Fig. 1: run 1, gate-type map
Bar = 20 um.
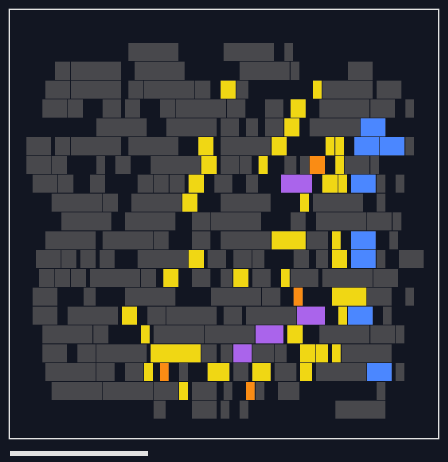
Fig. 2: run 1, cell sizes after repair
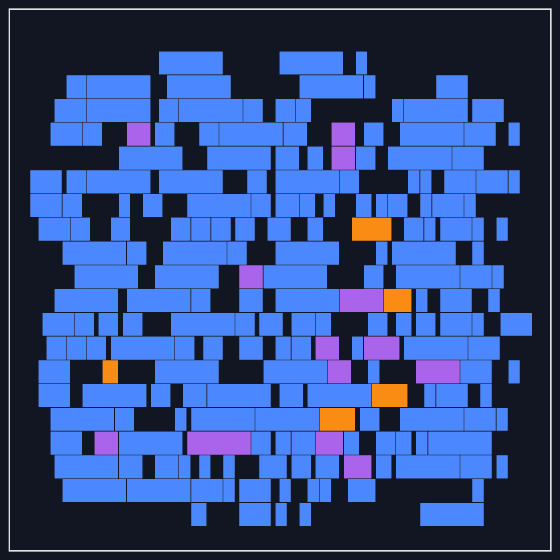
Fig. 3: run 1, M3 wires
Cells faint in the background.
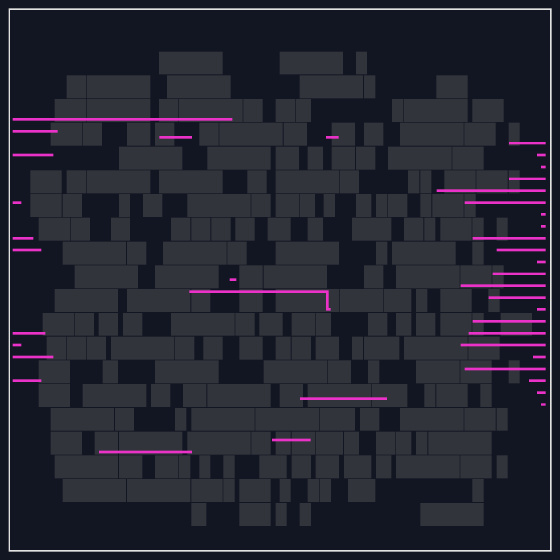
Fig. 4: run 1, track usage over the die
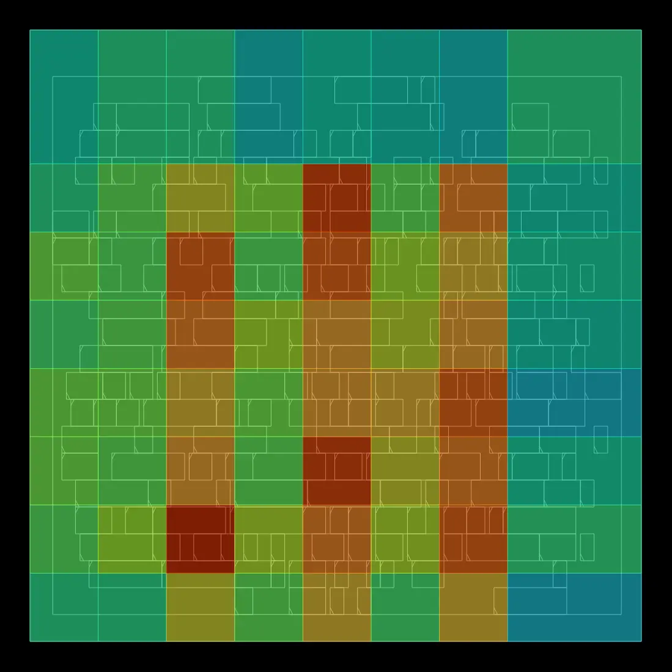
==> src/rtl/irq_ctrl.sv <==
`default_nettype none
// ============================================================================
// Module   : irq_ctrl
// Purpose  : Fixed-priority interrupt controller. It synchronises the request
//            lines, latches their rising edges, applies a mask, and runs a
//            req/ack/eoi handshake with the core, one interrupt in service.
// Revision : 1.0 - initial release
// ============================================================================
module irq_ctrl #(
    parameter int                 NUM_IRQ  = 8,
    parameter int                 ID_W     = 3,
    parameter logic [NUM_IRQ-1:0] MASK_RST = '1
) (
    input  logic               clk,
    input  logic               rst_n,
    input  logic [NUM_IRQ-1:0] irq,
    input  logic               mask_we,
    input  logic [NUM_IRQ-1:0] mask_wdata,
    output logic [NUM_IRQ-1:0] mask,
    output logic [NUM_IRQ-1:0] pending,
    output logic               int_req,
    output logic [ID_W-1:0]    int_num,
    input  logic               int_ack,
    input  logic               int_eoi,
    output logic               busy
);

    localparam logic [1:0] c_idle = 2'd0;
    localparam logic [1:0] c_req  = 2'd1;
    localparam logic [1:0] c_svc  = 2'd2;

    logic [1:0]         r_state;
    logic [NUM_IRQ-1:0] r_s1, r_s2, r_s3;
    logic [NUM_IRQ-1:0] r_pending;
    logic [NUM_IRQ-1:0] r_mask;
    logic               r_int_req;
    logic [ID_W-1:0]    r_int_num;
    logic               r_busy;

    logic [NUM_IRQ-1:0] w_edge;
    logic [NUM_IRQ-1:0] w_clr;
    logic [NUM_IRQ-1:0] w_elig;
    logic [ID_W-1:0]    w_sel;
    logic               w_ack_take;

    assign w_edge     = r_s2 & ~r_s3;
    assign w_elig     = r_pending & ~r_mask;
    assign w_ack_take = (r_state == c_req) && int_ack;

    always_comb begin
        w_clr = '0;
        for (int i = 0; i < NUM_IRQ; i++) begin
            w_clr[i] = w_ack_take && (r_int_num == ID_W'(i));
        end
    end

    // Scan downward so the lowest set index is the one left in w_sel.
    always_comb begin
        w_sel = '0;
        for (int i = NUM_IRQ - 1; i >= 0; i--) begin
            if (w_elig[i]) begin
                w_sel = ID_W'(i);
            end
        end
    end

    always_ff @(posedge clk) begin
        if (!rst_n) begin
            r_s1      <= '0;
            r_s2      <= '0;
            r_s3      <= '0;
            r_pending <= '0;
            r_mask    <= MASK_RST;
        end else begin
            r_s1      <= irq;
            r_s2      <= r_s1;
            r_s3      <= r_s2;
            // A new edge on a bit being acknowledged must survive the clear.
            r_pending <= (r_pending & ~w_clr) | w_edge;
            if (mask_we) begin
                r_mask <= mask_wdata;
            end
        end
    end

    always_ff @(posedge clk) begin
        if (!rst_n) begin
            r_state   <= c_idle;
            r_int_req <= 1'b0;
            r_int_num <= '0;
            r_busy    <= 1'b0;
        end else begin
            case (r_state)
                c_idle: begin
                    if (|w_elig) begin
                        r_int_num <= w_sel;
                        r_int_req <= 1'b1;
                        r_state   <= c_req;
                    end
                end
                c_req: begin
                    if (int_ack) begin
                        r_int_req <= 1'b0;
                        r_busy    <= 1'b1;
                        r_state   <= c_svc;
                    end
                end
                c_svc: begin
                    if (int_eoi) begin
                        r_busy  <= 1'b0;
                        r_state <= c_idle;
                    end
                end
                default: begin
                    r_int_req <= 1'b0;
                    r_busy    <= 1'b0;
                    r_state   <= c_idle;
                end
            endcase
        end
    end

    assign mask    = r_mask;
    assign pending = r_pending;
    assign int_req = r_int_req;
    assign int_num = r_int_num;
    assign busy    = r_busy;

endmodule
`default_nettype wire

==> config.mk <==
export PLATFORM = sky130hd
export DESIGN_NAME = irq_ctrl
export DESIGN_NICKNAME = d
export VERILOG_FILES = /design/src/rtl/irq_ctrl.sv
export SDC_FILE = /design/constraint.sdc
export NUM_CORES = 1
export LEC_CHECK = 0
export ABC_CLOCK_PERIOD_IN_PS = 3100
export CORE_MARGIN = 2
export CORE_UTILIZATION = 52
export CTS_CLUSTER_DIAMETER = 50
export CTS_CLUSTER_SIZE = 40
export DETAILED_ROUTE_END_ITERATION = 7
export PLACE_DENSITY = 0.84
export RECOVER_POWER = 100
export SYNTH_ARGS = -nofsm -noshare
export SYNTH_HDL_FRONTEND = slang
export SYNTH_SLANG_ARGS = --single-unit
export TNS_END_PERCENT = 5
==> constraint.sdc <==
create_clock -name clk -period 3.1 [get_ports clk]
set_input_delay 0.62 -clock clk [delete_from_list [all_inputs] [get_ports clk]]
set_output_delay 0.62 -clock clk [all_outputs]
set_load 0.1 [all_outputs]
==> flow_metrics.tcl, run 1 <==
# implementation run metrics
set metrics [dict create \
    tns_ns 0 \
    synthFlopType "dfxtp_1" \
    detail_route.iter0.violations 29 \
    critPathLaunchType "flip-flop" \
    netlist_instances 165 \
    vias 1268 \
    peakVddDrop_uv 396 \
    top_cell "dfxtp_1" \
    path_class "reg -> out" \
    ys_ff 47 \
    wl_um 3100 \
    topCellsByArea "dfxtp_1 (54%), and2_1 (8.6%), nand2b_1 (5.4%)" \
    cpMaxStageDelayCell "clkbuf_1" \
    crit_family "buffers and inverters" \
    hp-class "reg -> reg" \
    clk_pin_slew_ns 0.13 \
    gp_congestion 0.857 \
    logic_area_um2 743 \
    portBuffers 41 \
    die_w_um 61.8 \
    max_slew_margin 0.214 \
    cp_data_arrival_time_ns 1.74 \
    die_area_um2 3820 \
    synthesis.area_um2 1740 \
    clk_path_buf_depth 2 \
    io_pins 42 \
    ys_cells 165 \
    fillerInstances 277 \
    worst_pin_slew_ns 1.18 \
    cts_root_buf "clkbuf_4" \
    edf_count 0 \
    first_global_vias 1194 \
    max_stage_delay_ns 0.90 \
    drive_gt1_frac 0.0865 \
    post-place-ws_ns 0.919 \
    grt_pass1_wl_um 5070 \
    fmax_mhz 424 \
    top_area_cell "dfxtp_1" \
    ant_nets 0 \
    postSynthSeqShare 0.541 \
    worstSkewPairLatency_ns 0.36 \
    synth_warnings 0 \
    floorplan.nets 186 \
    fp.dieH_um 61.8 \
    hold_buffers 0 \
    warnings 26 \
    cts_tree "done" \
    status "finished clean" \
]
## Picture notes: Fig. 1
Key: mux cells = blue [cells 8, most used mux2i_1]; non-inverting ao/oa cells = purple [cells 4, most used o221a_2]; nand cells = yellow [cells 37, most used nand2b_1]; nor cells = orange [cells 4, most used nor2_1]

## Picture notes: Fig. 2
Key: x2 = orange [cells 5]; x1 and smaller = blue [cells 190]; x3 and x4 = purple [cells 13]

## Picture notes: Fig. 3
The layer carries 203 um of wire. 36 nets have wire on it. The layer holds 6.6% of the routed length.

## Picture notes: Fig. 4
post-layout util: 0.666
GRT Max-Usage Layer: met2
gr usage total: 0.186
met1 GRT Util: 0.209

==> run 1: final timing paths <==
| kind | start | end | slack (ns) | cells after the start |
|---|---|---|---|---|
| hold / removal | r_s1[0]$_SDFF_PN0_ | r_s2[0]$_SDFF_PN0_ | 0.45 | 1 |
| hold reg to reg | r_s1[0]$_SDFF_PN0_ | r_s2[0]$_SDFF_PN0_ | 0.45 | 1 |
| setup / recovery | int_num[2]$_SDFFE_PN0P_ | int_num[2] | 0.74 | 1 |
| setup reg to reg | r_state[0]$_SDFFE_PN0P_ | pending[0]$_SDFF_PN0_ | 1.77 | 4 |
==> run 1: metrics by stage <==
step | hold WS, ns | power (W) | area [um^2]
2_1_floorplan | 0.412 | 0.000856 | 1740
3_3_place_gp | 0.414 | 0.000916 | 2130
3_5_place_dp | 0.422 | 0.000922 | 2130
4_1_cts | 0.453 | 0.00119 | 2180
5_1_grt | 0.462 | 0.00122 | 2080
6_report | 0.449 | 0.00116 | 2080
==> run 1: where the power goes <==
group          internal [W]  leakage (nW)  switching (W)
Clock             0.0000866        0.0272       0.000187
Sequential         0.000635         0.386      0.0000243
Combinational     0.0000658         0.393       0.000164
==> run 1: metal layers <==
layer | track usage | part of all wire
met3 | 0.0435 | 0.066
met2 | 0.326 | 0.46
met1 | 0.209 | 0.45
met5 | 0 | 0
met4 | 0.100 | 0.023
==> run 1: area by class of cell <==
class	instances	share of cell area
Sequential cell	47	0.452
Multi-Input combinational cell	110	0.357
Timing Repair Buffer	42	0.136
Tap cell	44	0.0264
Clock buffer	5	0.0180
Clock inverter	3	0.00961
Inverter	1	0.00180
==> run 1: cells in the final DEF (no fill, tap or decap), types with 3 or more instances in the layout <==
cell type,instances
dfxtp_1,47
nor2_1,3
o21ai_0,10
clkbuf_4,5
clkdlybuf4s50_1,18
mux2i_1,8
nand2b_1,15
clkbuf_1,22
and2_0,15
and2_1,10
nand2_1,14
a21boi_0,9
==> run 1: state kept, by name (all words and copies together) (netlist names) <==
name     count
mask         8
r_state      2
int_req      1
r_s3         8
r_s1         8
pending      8
int_num      3
r_s2         8
busy         1
==> run 1: logic make-up after synthesis <==
family                 count (synthesis)  share of synthesized area
buffers and inverters                  8                     0.0216
multiplexers                           8                     0.0460
flip-flops                            47                      0.541
AND-OR/OR-AND                         30                      0.130
AND/OR/NAND/NOR                       72                      0.261
Fig. 5: run 1, clock wires, drivers and flops
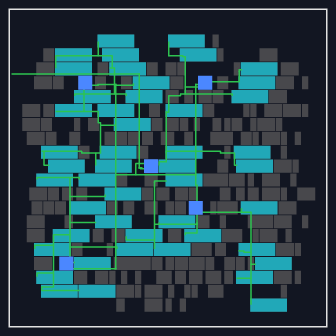

==> run 2, diff against run 1 <==
Settings changed: ABC_CLOCK_PERIOD_IN_PS 3100 to 1900, CORE_UTILIZATION 52 to 43, PLACE_DENSITY 0.84 to 0.75.
Clock period 3.1 ns to 1.9 ns, I/O delays scaled along.
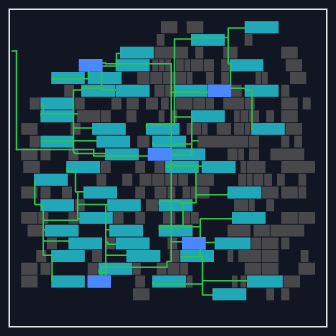
Fig. 6. Clock wires, drivers and flops (run 2).
Key: clock-net drivers = blue [count 5]; clock wires = green [length 517 um]; flip-flops = cyan [count 47]
There are 6 routed clock nets.

==> run 2 against run 1 <==
Utilization decreased by 10 points. Die size is 20% higher. Global-route usage fell by 1.8 points. Clock skew is 0.0028 ns higher. Clock power rose to 2.7 times the previous value. Largest power group unchanged. Non-clock buffer count is 2 higher.
==> flow_metrics.tcl, run 2 <==
# implementation run metrics
set metrics [dict create \
    power.share.clock 0.336 \
    topCellsByArea "dfxtp_1 (54%), and2_1 (8.6%), nand2b_1 (5.4%)" \
    tns_ns 0 \
    clk_pin_slew_ns 0.08 \
    p_int_w 0.00159 \
    met2_usage 0.275 \
    critPathLaunchType "flip-flop" \
    combPwrFrac 0.179 \
    ant_nets 0 \
    cts_root_buf "clkbuf_8" \
    die_w_um 67.6 \
    warnings 26 \
    ys_ff 47 \
    lay_top_count "dfxtp_1" \
    p_sw_frac 0.285 \
    ys_cells 165 \
    edf_count 0 \
    io_pins 42 \
    die_area_um2 4570 \
    postSynthSeqShare 0.541 \
    floorplan.nets 186 \
    top_usage_layer "met2" \
    grt_pass1_wl_um 5550 \
    grtUsageMet1 0.198 \
    fp.dieH_um 67.6 \
    netlist_instances 165 \
    clk_path_buf_depth 2 \
    fmax_mhz 633 \
    vias 1264 \
    status "finished clean" \
    max_stage_delay_ns 0.49 \
    path_class "reg -> out" \
    crit_family "buffers and inverters" \
    cts_tree "done" \
    wl_um 3350 \
    post-place-ws_ns 0.182 \
    cpMaxStageDelayCell "clkbuf_2" \
    switchingPower_w 0.000635 \
    gp_congestion 0.751 \
    grt.total_usage 0.168 \
    hp-class "reg -> reg" \
    top_area_cell "dfxtp_1" \
    synthesis.area_um2 1740 \
    detail_route.iter0.violations 77 \
    top_cell "dfxtp_1" \
    synth_warnings 0 \
    worst_pin_slew_ns 0.553 \
]
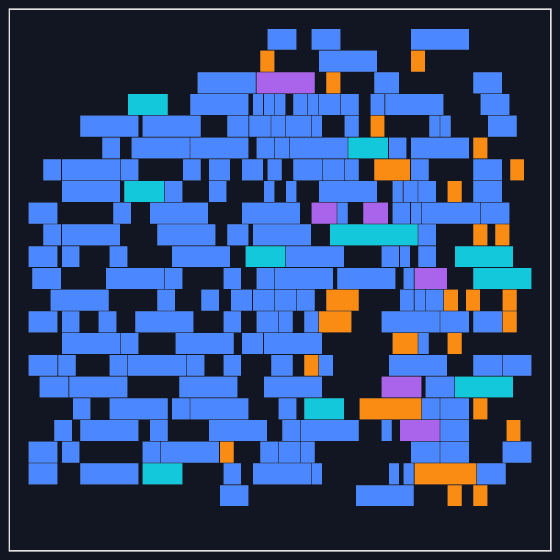
Fig. 7. Cell sizes after repair (run 2).
Key: x3 and x4 = purple [cells 6]; x2 = orange [cells 26]; x1 and smaller = blue [cells 168]; x6 and larger = cyan [cells 10]

run 2: cell types whose count changed in the layout (fill, tap and decap cells not counted), moves of 2 or more:
cell        previous run  this run
clkbuf_4               5         0
dfxtp_2                0         2
and2_0                15        10
and2_1                10        15
clkbuf_1              22         2
clkinvlp_4             2         0
clkbuf_8               0         6
dfxtp_1               47        45
buf_12                 0         3
clkbuf_2               0        19
run 2: per-stage QoR:
step | total power [W] | cells | util | hold WS, ns | instance area [um^2]
2_1_floorplan | 0.00140 | 165 | - | 0.412 | 1740
3_3_place_gp | 0.00153 | 252 | 0.571 | 0.415 | 2250
3_5_place_dp | 0.00154 | 252 | 0.571 | 0.419 | 2250
4_1_cts | 0.00228 | 260 | 0.601 | 0.438 | 2370
5_1_grt | 0.00232 | 260 | 0.566 | 0.454 | 2230
6_report | 0.00223 | 260 | 0.566 | 0.437 | 2230
run 2: final timing paths:
path,startpoint,end,slack (ns),cells after the start
setup reg to reg,pending[2]$_SDFF_PN0_,int_num[0]$_SDFFE_PN0P_,0.57,4
setup / recovery,pending[3]$_SDFF_PN0_,pending[3],0.32,1
hold / removal,r_s1[5]$_SDFF_PN0_,r_s2[5]$_SDFF_PN0_,0.44,1
hold reg to reg,r_s1[5]$_SDFF_PN0_,r_s2[5]$_SDFF_PN0_,0.44,1
run 2: cell type report:
class / count / area [um^2]
sequential: 47 / 943
timing repair buffer: 44 / 363
fill: 349 / 1710
clock inverter: 2 / 35.0
clock buffer: 6 / 82.6
multi-input combinational: 110 / 743
inverter: 1 / 3.75
tap: 50 / 62.6
run 2: metal layers:
metal  wire length, um  part of all wire  vias to the layer above
li1                  -                 -                      643
met1              1450              0.43                      569
met2              1560              0.47                       45
met3               280             0.084                        7
met4                63             0.019                        0
met5                 0                 0                        -
run 2: cell families after synthesis:
kind of cell	after synthesis	share of synthesized area
flops	47	0.541
simple gates	72	0.261
compound gates	30	0.130
buf+inv	8	0.0216
mux	8	0.0460
run 2: power by group through the flow:
stage	combinational, W	clock (W)	sequential (W)
finish	0.000399	0.000748	0.00108
global route	0.000423	0.000812	0.00109
CTS	0.000437	0.000761	0.00108
detailed placement	0.000435	0	0.00111
global placement	0.000429	0	0.00110
floorplan	0.000116	0	0.00128
Power and IR drop assume default switching activity.
